**src/rtl/ex_muldiv_ctrl_pkg.sv**
```systemverilog
// Shared definitions for the multi-cycle multiply/divide sequencer:
// operation and FSM state encodings plus the default operand width.
package ex_muldiv_ctrl_pkg;

    localparam int unsigned DEF_REG_WIDTH = 32;

    typedef enum logic [1:0] {
        MD_MUL   = 2'b00,
        MD_MULHU = 2'b01,
        MD_DIVU  = 2'b10,
        MD_REMU  = 2'b11
    } md_op_e;

    typedef enum logic [1:0] {
        MD_IDLE = 2'b00,
        MD_BUSY = 2'b01,
        MD_DONE = 2'b10
    } md_state_e;

    function automatic logic md_is_div(input logic [1:0] op);
        return op[1];
    endfunction

endpackage

```
**src/rtl/ex_muldiv_ctrl_if.sv**
```systemverilog
// EX-stage request/response bundle between the pipeline and the mul/div sequencer.
interface ex_muldiv_ctrl_if
    import ex_muldiv_ctrl_pkg::*;
#(
    parameter int unsigned REG_WIDTH = DEF_REG_WIDTH
);
    logic                 start;
    logic [1:0]           op;
    logic [REG_WIDTH-1:0] dataA;
    logic [REG_WIDTH-1:0] dataB;
    logic                 flush;
    logic                 stall;
    logic                 busy;
    logic                 done;
    logic [REG_WIDTH-1:0] result;

    modport master (
        output start, op, dataA, dataB, flush,
        input  stall, busy, done, result
    );

    modport slave (
        input  start, op, dataA, dataB, flush,
        output stall, busy, done, result
    );
endinterface

```
**src/rtl/ex_muldiv_ctrl_datapath.sv**
```systemverilog
// Accumulator and per-iteration step for shift-add multiply and restoring divide.
// Multiply keeps {product_hi, multiplier}; divide keeps {remainder, quotient}.
module ex_muldiv_ctrl_datapath #(
    parameter int unsigned REG_WIDTH = 32
) (
    input  logic                 clk,
    input  logic                 reset,
    input  logic                 i_load,
    input  logic                 i_div,
    input  logic                 i_dbz,
    input  logic                 i_step,
    input  logic [REG_WIDTH-1:0] i_a,
    input  logic [REG_WIDTH-1:0] i_b,
    output logic [REG_WIDTH-1:0] o_hi,
    output logic [REG_WIDTH-1:0] o_lo
);
    localparam int unsigned W = REG_WIDTH;

    logic [2*W-1:0] r_acc;
    logic [W-1:0]   r_b;
    logic           r_div;

    logic [W-1:0]   w_hi;
    logic [W-1:0]   w_lo;
    logic [W:0]     w_sum;
    logic [W:0]     w_rem_sh;
    logic [W:0]     w_diff;
    logic [2*W-1:0] w_mul_next;
    logic [2*W-1:0] w_div_next;

    assign w_hi = r_acc[2*W-1:W];
    assign w_lo = r_acc[W-1:0];

    // Carry-out of the add lands in w_sum[W] and shifts down into the top bit.
    assign w_sum      = {1'b0, w_hi} + (w_lo[0] ? {1'b0, r_b} : {(W+1){1'b0}});
    assign w_mul_next = {w_sum, w_lo[W-1:1]};

    // Shifted remainder is below 2*divisor, so bit W of the difference is the borrow.
    assign w_rem_sh   = {w_hi, w_lo[W-1]};
    assign w_diff     = w_rem_sh - {1'b0, r_b};
    assign w_div_next = w_diff[W] ? {w_rem_sh[W-1:0], w_lo[W-2:0], 1'b0}
                                  : {w_diff[W-1:0],   w_lo[W-2:0], 1'b1};

    always_ff @(posedge clk) begin
        if (reset) begin
            r_acc <= '0;
            r_b   <= '0;
            r_div <= 1'b0;
        end else if (i_load) begin
            r_div <= i_div;
            r_b   <= i_div ? i_b : i_a;
            if (i_dbz)
                r_acc <= {i_a, {W{1'b1}}};
            else
                r_acc <= {{W{1'b0}}, (i_div ? i_a : i_b)};
        end else if (i_step) begin
            r_acc <= r_div ? w_div_next : w_mul_next;
        end
    end

    assign o_hi = w_hi;
    assign o_lo = w_lo;
endmodule

```
**src/rtl/ex_muldiv_ctrl.sv**
```systemverilog
// Multi-cycle unsigned MUL/MULHU/DIVU/REMU sequencer for the EX stage; stalls the
// pipeline while iterating and presents the result for exactly one cycle.
module ex_muldiv_ctrl
    import ex_muldiv_ctrl_pkg::*;
#(
    parameter int unsigned REG_WIDTH = DEF_REG_WIDTH
) (
    input  logic             clk,
    input  logic             reset,
    ex_muldiv_ctrl_if.slave  bus
);
    localparam int unsigned CNT_WIDTH = $clog2(REG_WIDTH) + 1;
    localparam logic [CNT_WIDTH-1:0] LAST_ITER = CNT_WIDTH'(REG_WIDTH - 1);

    md_state_e              r_state;
    md_state_e              w_state_next;
    md_op_e                 r_op;
    logic [CNT_WIDTH-1:0]   r_cnt;

    logic                   w_accept;
    logic                   w_dbz;
    logic                   w_done;
    logic [REG_WIDTH-1:0]   w_hi;
    logic [REG_WIDTH-1:0]   w_lo;
    logic [REG_WIDTH-1:0]   w_field;

    assign w_accept = (r_state == MD_IDLE) & bus.start & ~bus.flush;
    assign w_dbz    = md_is_div(bus.op) & (bus.dataB == '0);

    always_ff @(posedge clk) begin
        if (reset)
            r_state <= MD_IDLE;
        else
            r_state <= w_state_next;
    end

    always_ff @(posedge clk) begin
        if (reset) begin
            r_op  <= MD_MUL;
            r_cnt <= '0;
        end else if (w_accept) begin
            r_op  <= md_op_e'(bus.op);
            r_cnt <= '0;
        end else if (r_state == MD_BUSY) begin
            r_cnt <= r_cnt + 1'b1;
        end
    end

    always_comb begin
        w_state_next = r_state;
        unique case (r_state)
            MD_IDLE: if (w_accept) w_state_next = w_dbz ? MD_DONE : MD_BUSY;
            MD_BUSY: if (r_cnt == LAST_ITER) w_state_next = MD_DONE;
            MD_DONE: w_state_next = MD_IDLE;
            default: w_state_next = MD_IDLE;
        endcase
        if (bus.flush)
            w_state_next = MD_IDLE;
    end

    ex_muldiv_ctrl_datapath #(
        .REG_WIDTH (REG_WIDTH)
    ) u_datapath (
        .clk    (clk),
        .reset  (reset),
        .i_load (w_accept),
        .i_div  (md_is_div(bus.op)),
        .i_dbz  (w_dbz),
        .i_step (r_state == MD_BUSY),
        .i_a    (bus.dataA),
        .i_b    (bus.dataB),
        .o_hi   (w_hi),
        .o_lo   (w_lo)
    );

    always_comb begin
        w_field = '0;
        unique case (r_op)
            MD_MUL:   w_field = w_lo;
            MD_MULHU: w_field = w_hi;
            MD_DIVU:  w_field = w_lo;
            MD_REMU:  w_field = w_hi;
            default:  w_field = '0;
        endcase
    end

    assign w_done     = (r_state == MD_DONE) & ~bus.flush;
    assign bus.done   = w_done;
    assign bus.busy   = (r_state != MD_IDLE);
    assign bus.stall  = w_accept | (r_state == MD_BUSY);
    assign bus.result = w_done ? w_field : '0;
endmodule

```
**src/flat_wrapper.sv**
```systemverilog
// flat-port wrapper written by rule: the top's interface ports become plain ports
module ex_muldiv_ctrl_flat import ex_muldiv_ctrl_pkg::*;
#(
    parameter int unsigned REG_WIDTH = DEF_REG_WIDTH
)
  (clk, reset, bus_start, bus_op, bus_dataA, bus_dataB, bus_flush, bus_stall, bus_busy, bus_done, bus_result);
  ex_muldiv_ctrl_if #(.REG_WIDTH(REG_WIDTH)) bus_i ();
  input  logic clk;
  input  logic reset;
  input wire logic [$bits(bus_i.start)-1:0] bus_start;
  input wire logic [$bits(bus_i.op)-1:0] bus_op;
  input wire logic [$bits(bus_i.dataA)-1:0] bus_dataA;
  input wire logic [$bits(bus_i.dataB)-1:0] bus_dataB;
  input wire logic [$bits(bus_i.flush)-1:0] bus_flush;
  output wire logic [$bits(bus_i.stall)-1:0] bus_stall;
  output wire logic [$bits(bus_i.busy)-1:0] bus_busy;
  output wire logic [$bits(bus_i.done)-1:0] bus_done;
  output wire logic [$bits(bus_i.result)-1:0] bus_result;
  assign bus_i.start = bus_start;
  assign bus_i.op = bus_op;
  assign bus_i.dataA = bus_dataA;
  assign bus_i.dataB = bus_dataB;
  assign bus_i.flush = bus_flush;
  assign bus_stall = bus_i.stall;
  assign bus_busy = bus_i.busy;
  assign bus_done = bus_i.done;
  assign bus_result = bus_i.result;
  ex_muldiv_ctrl #(.REG_WIDTH(REG_WIDTH)) u_core (.clk(clk), .reset(reset), .bus(bus_i));
endmodule
```
**config.mk**
```make
export PLATFORM = sky130hd
export DESIGN_NAME = ex_muldiv_ctrl_flat
export DESIGN_NICKNAME = d
export VERILOG_FILES = /design/src/rtl/ex_muldiv_ctrl_pkg.sv /design/src/rtl/ex_muldiv_ctrl_if.sv /design/src/rtl/ex_muldiv_ctrl_datapath.sv /design/src/rtl/ex_muldiv_ctrl.sv /design/src/flat_wrapper.sv
export SDC_FILE = /design/constraint.sdc
export NUM_CORES = 1
export LEC_CHECK = 0
export CAP_MARGIN = 20
export CELL_PAD_IN_SITES_DETAIL_PLACEMENT = 0
export CELL_PAD_IN_SITES_GLOBAL_PLACEMENT = 2
export CORE_ASPECT_RATIO = 1.5
export CORE_MARGIN = 4
export CORE_UTILIZATION = 34
export CTS_CLUSTER_DIAMETER = 30
export CTS_CLUSTER_SIZE = 24
export DETAILED_ROUTE_END_ITERATION = 16
export PLACE_DENSITY = 0.87
export SETUP_SLACK_MARGIN = 0.1
export SYNTH_ARGS = -nofsm -noshare
export SYNTH_HDL_FRONTEND = slang
export SYNTH_SLANG_ARGS = --single-unit
```
**constraint.sdc**
```tcl
create_clock -name clk -period 3.77 [get_ports clk]
set_clock_uncertainty 0.05 [all_clocks]
set_input_delay 0.754 -clock clk [delete_from_list [all_inputs] [get_ports clk]]
set_output_delay 0.754 -clock clk [all_outputs]
set_load 0.02 [all_outputs]
```
==> results.py <==
# Auto-generated metrics
metrics = {
    "timing": {
        "worst_pin_slew_ns": 0.722,
        "hold_ws_ns": 0.445,
        "hold_viol": 0,
        "setup_violations": 0,
        "drv_slew": 0,
        "setup_ws_ns": 0.313,
    },
    "synth": {
        "yosysMostFrequentCell": "nor2_1",
        "fp_nets": 1468,
        "common_cells": "nor2_1, a21oi_1, mux2i_1, dfxtp_1, clkbuf_1",
        "ys_warn_count": 0,
        "netlist_area_um2": 10100,
        "ys_types": 68,
        "largest_area_cell": "dfxtp_1",
        "syn_inst": 1331,
        "ys_sh_aoi_pct": 25.9,
        "ys.flop_type": "dfxtp_1",
        "async_flop_share_pct": 0,
        "mux_area_share_pct": 15.2,
        "synth_chip_area_um2": 10100,
    },
    "drt": {
        "met3_length_mm": 1.24,
        "drtAntennaViolNets": 0,
        "vias": 10500,
        "dr.pass1.iters": 5,
        "wl_met1_mm": 16.0,
        "route.detailed.drc": 0,
    },
    "cells_and_area": {
        "num-multi-input-gates": 1085,
        "nonClkBufAreaFrac_pct": 13.1,
        "largest_reg_flops": 64,
        "fillers": 3112,
        "syn_to_final_growth_pct": 20.5,
        "top_register": "u_core.u_datapath.r_acc",
        "signal_buffers": 172,
        "seq_area_share_pct": 17.4,
        "design_area_um2": 12200,
        "drive_gt1_share_pct": 8.30,
        "nets": 1553,
        "layout_top_cells": "nor2_1, a21oi_1, mux2i_1",
        "largestRegisters": "u_core.u_datapath.r_acc x64, u_core.u_datapath.r_b x32, u_core.r_cnt x6",
        "ff_count": 106,
    },
    "power_and_ir_drop": {
        "vdd_drop_max_v": 0.000217,
        "p_switching_w": 0.00173,
        "p_seq_share_pct": 30.4,
        "power_switching_share_pct": 40.6,
        "pg_clk_w": 0.00109,
    },
    "clocking": {
        "postCtsHoldBufs": 0,
        "cts_setup_buffers": 0,
        "clkTransAtPathRegs_ns": 0.09,
        "clock_path_buffers": 2,
        "cts_tree": "done",
    },
    "worst_hold_path": {
        "hold_end": "u_core.r_cnt[5]",
        "whs_path_depth": 2,
        "hp-class": "flip-flop to flip-flop",
    },
    "setup_path": {
        "criticalPathCategory": "flip-flop to flip-flop",
        "cp-startpoint": "u_core.u_datapath.r_acc[47]",
        "critPathCapture": "u_core.u_datapath.r_acc[34]",
        "r2r-start": "u_core.u_datapath.r_acc[47]",
        "r2r-end": "u_core.u_datapath.r_acc[34]",
        "cpMaxStageDelayCell": "dfxtp_1",
        "path_cells": "ha_1 > and4_4 > and2_1 > a221o_1 > nor2b_4 > a311oi_4 > xnor2_2 > buf_12 > mux2_2 > a221oi_1 > nor3_1",
        "reg2reg_depth": 11,
        "cp.required_ns": 3.96,
    },
    "floorplanning": {
        "coreArea_um2": 29500,
        "io_pins": 105,
        "tap_cells": 395,
    },
    "run_status": {
        "status": "finished clean",
    },
    "placement": {
        "place_ws_ns": 0.345,
        "io_buffer_count": 104,
        "place_congestion": 0.976,
    },
    "grt": {
        "grt_busiest_layer": "met2",
        "first_global_vias": 10700,
        "grt_max_degree": 70,
        "grt_first_pass_wirelength_mm": 61.6,
    },
    "job": {
        "warnings": 26,
        "maxCapViolCount": 0,
    },
}
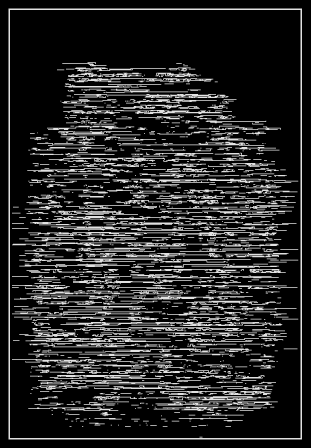
Figure 1: the metal 1 layer.
nets with wire on the layer: 1431
longest straight run: 63.9 um
main direction: horizontal
wire length on this layer: 16000 um
share of all routed wire: 40%

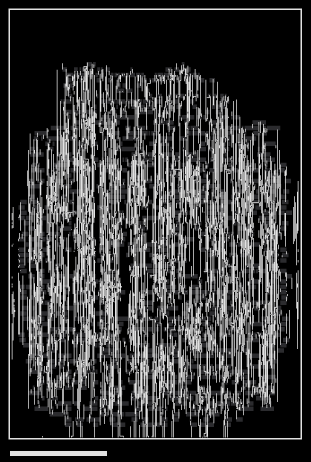
Figure 2: met2 routing.
Scale bar: 50 um.
main direction: vertical
nets with wire on the layer: 1297
longest straight run: 73.4 um
share of all routed wire: 51%
wire length on this layer: 20.8 mm

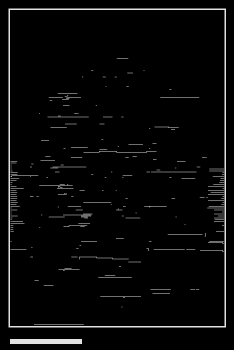
Figure 3: metal 3.
Scale bar: 50 um.
main direction: horizontal
share of all routed wire: 3.1%
wire length on this layer: 1240 um
longest straight run: 34.3 um

